Figure 1. Signal metal coverage by tile.
The bar under the picture is 20 microns long. The die is cut into 11 by 11 equal tiles; dark blue is low, red is high, scaled to the fullest tile. Values are wire area over tile area, all layers added.
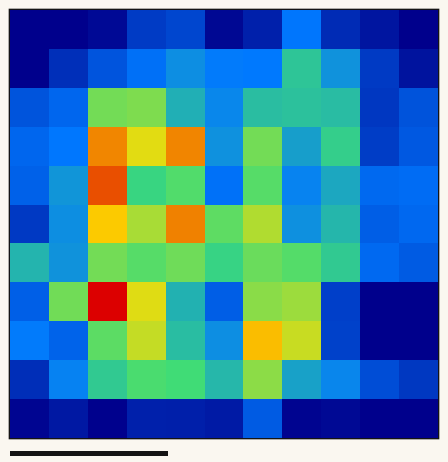
Figure 2. Drive-strength map.
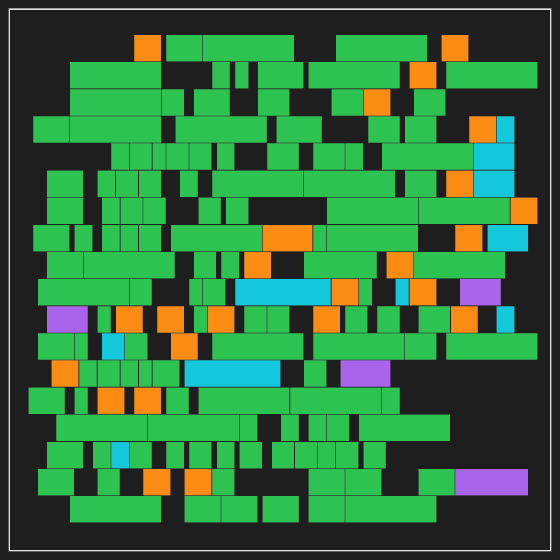
Figure 3. Local utilization.
The bar under the picture is 20 microns long. The die is cut into 11 by 11 equal tiles; dark blue is low, red is high, 0 to 100% covered.
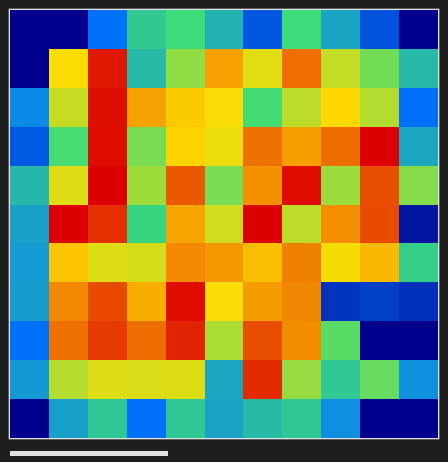
Figure 4. Congestion heat map.
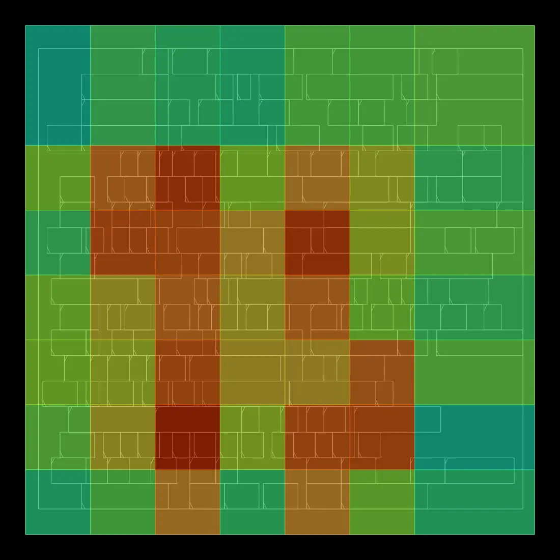
### src/rtl/sub_serial.sv
// sub_serial: bit-serial unsigned subtractor computing a - b, LSB first.
// A single borrow flop ripples between bit slots. The difference is shifted
// into the result register from the top, so after WIDTH shifts bit 0 of the
// result is the first bit that was computed. A one-cycle done pulse follows.
module sub_serial #(
  parameter int         WIDTH = 8,
  parameter logic [1:0] IDLE  = 2'd0,
  parameter logic [1:0] SUB   = 2'd1,
  parameter logic [1:0] DONE  = 2'd2
) (
  input  logic             clk,
  input  logic             rst,
  input  logic             en,
  input  logic [WIDTH-1:0] a,
  input  logic [WIDTH-1:0] b,
  output logic [WIDTH-1:0] out,
  output logic             borrow,
  output logic             done,
  output logic             busy
);

  localparam int CW = (WIDTH > 1) ? $clog2(WIDTH) : 1;
  localparam logic [CW-1:0] LAST = CW'(WIDTH - 1);

  typedef enum logic [1:0] {
    S_IDLE = IDLE,
    S_SUB  = SUB,
    S_DONE = DONE
  } state_e;

  state_e           state_q;
  logic [WIDTH-1:0] a_q;
  logic [WIDTH-1:0] b_q;
  logic [WIDTH-1:0] out_q;
  logic             brw_q;
  logic [CW-1:0]    count_q;

  logic             diff_d;
  logic             brw_d;

  // Full-subtractor slice on the current LSBs of the operand shift registers.
  always_comb begin
    diff_d = a_q[0] ^ b_q[0] ^ brw_q;
    brw_d  = (~a_q[0] & b_q[0]) | (~a_q[0] & brw_q) | (b_q[0] & brw_q);
  end

  // Control FSM and datapath registers; reset aborts any operation in flight.
  always_ff @(posedge clk or negedge rst) begin
    if (!rst) begin
      state_q <= S_IDLE;
      a_q     <= '0;
      b_q     <= '0;
      out_q   <= '0;
      brw_q   <= 1'b0;
      count_q <= '0;
    end else begin
      case (state_q)
        S_IDLE: begin
          // Previous result stays visible until a new operation is loaded.
          if (en) begin
            a_q     <= a;
            b_q     <= b;
            brw_q   <= 1'b0;
            count_q <= '0;
            out_q   <= '0;
            state_q <= S_SUB;
          end
        end
        S_SUB: begin
          out_q   <= {diff_d, out_q[WIDTH-1:1]};
          a_q     <= a_q >> 1;
          b_q     <= b_q >> 1;
          brw_q   <= brw_d;
          count_q <= count_q + CW'(1);
          if (count_q == LAST) begin
            state_q <= S_DONE;
          end
        end
        S_DONE: begin
          // en is deliberately ignored here; a new load waits for IDLE.
          state_q <= S_IDLE;
        end
        default: begin
          state_q <= S_IDLE;
        end
      endcase
    end
  end

  assign out    = out_q;
  assign borrow = brw_q;
  assign busy   = (state_q == S_SUB);
  assign done   = (state_q == S_DONE);

endmodule

### config.mk
export PLATFORM = sky130hd
export DESIGN_NAME = sub_serial
export DESIGN_NICKNAME = d
export VERILOG_FILES = /design/src/rtl/sub_serial.sv
export SDC_FILE = /design/constraint.sdc
export NUM_CORES = 1
export LEC_CHECK = 0
export CORE_UTILIZATION = 48
export DETAILED_ROUTE_END_ITERATION = 10
export HOLD_SLACK_MARGIN = 0.02
export PLACE_DENSITY = 0.8
export SLEW_MARGIN = 40
export SYNTH_ARGS = -nofsm -noshare
export SYNTH_HDL_FRONTEND = slang
export SYNTH_SLANG_ARGS = --single-unit
### constraint.sdc
create_clock -name clk -period 1.39 [get_ports clk]
set_input_delay 0.3475 -clock clk [delete_from_list [all_inputs] [get_ports clk]]
set_output_delay 0.3475 -clock clk [all_outputs]
set_load 0.03 [all_outputs]
==> results_dict.tcl <==
# collected from the flow reports
set metrics [dict create \
    status "complete, but fails checks" \
    violated_checks "setup timing" \
    yosysCellCount 118 \
    dr_total_vias 1128 \
    setup_ws_final_ps -48.10 \
    vdd.ir_drop.worst_v 0.001453 \
    area_of_combinational_cells_with_multiple_inputs_sq_um 488.0 \
    min-delay-path-class "in -> async" \
    die-height_microns 54.14 \
    ant_nets 0 \
    hold_viol_final 0 \
    power_sequential_uw 1570 \
    power-per-cell-area_nw_per_um2 2221 \
    max_clock_freq_ghz 0.6954 \
    antenna_found_initial 0 \
    signal_buffer_area_fraction_pct 22.88 \
    nets_in_the_synthesized_netlist 140 \
    syn_avg_cell_area_sq_um 11.06 \
    tritoncts.num_buffers 5 \
    worst_clk_skew_ps 8.476 \
    numSynthFlops 30 \
    timing.max_cap.violations 0 \
    synthArstFlopShare_pct 100.0 \
    met3RoutedLength_microns 148 \
    nClkBuffers 7 \
    routed-wl-met2_mm 1.565 \
    top_area_share_pct 57.53 \
    drive_above_1_share_pct 23.60 \
    final_net_count 182 \
    path_class "reg -> out" \
    multi_input_comb_cells 75 \
    setup_viol 2 \
    grt_overflow_total 0 \
    pwr-share-seq_pct 40.3 \
    cts.hold.buffers_added 0 \
    worst_setup_path_startpoint "state_q[1]" \
    clock_tree_area_fraction_pct 3.421 \
    slowest_stage "sky130_fd_sc_hd__dfrtp_2" \
    synth.cell_area_sq_um 1305 \
]
About Figure 1:
The emptiest ninth of the die: bottom right. The mean over all tiles is 0.16. 13% of the tiles are nearly empty. 26% of the tiles are over half the peak.

About Figure 2:
Key: drive 2 = cyan [cells 10, share 6.2%, most used clkdlybuf4s15_2]; drive 1 or less = green [cells 123, share 76%]; drive 6 and up = purple [cells 4, share 2.5%, most used buf_6]; drive 3 to 4 = orange [cells 24, share 15%, most used buf_4]
setup ws final: -48.10 ps
buffer count excluding the clock tree in the final layout: 44
growth of design area from synthesis to finish: 34.52%

About Figure 3:
The mean over all tiles is 59%. The densest ninth of the die: middle. The emptiest ninth of the die: bottom right. 7.4% of the tiles are nearly empty. 36% of the tiles are over 75% full. The fullest tile reaches 100%.

About Figure 4:
final core occ: 69.59%
met1 Track Usage GR: 32.18%
GR peak layer: met2

==> cells in the final DEF, fill, tap and decap left out, drive strengths merged <==
master	count
dfrtp	30
o22ai	28
buf	23
clkdlybuf4s50	18
a21oi	15
a22o	10
clkbuf	7
o21ai	6
nand2	4
inv	4
clkdlybuf4s15	3
nor2	3
nor2b	2
ha	2
nand2b	2
and3	1
o21bai	1
fa	1
clkinv	1
==> through the flow <==
step	util [%]	setup TNS (ps)	std cells	total power [uW]	area (sq um)
2_1_floorplan	-	0	118	2716	1308
3_3_place_gp	66.17	-2073	181	3229	1669
3_5_place_dp	66.17	-3164	181	3342	1669
4_1_cts	70.09	-50.57	191	3930	1768
5_1_grt	69.59	-129.7	191	4193	1755
6_report	69.59	-49.81	191	3898	1755
Power and IR drop assume default switching activity.
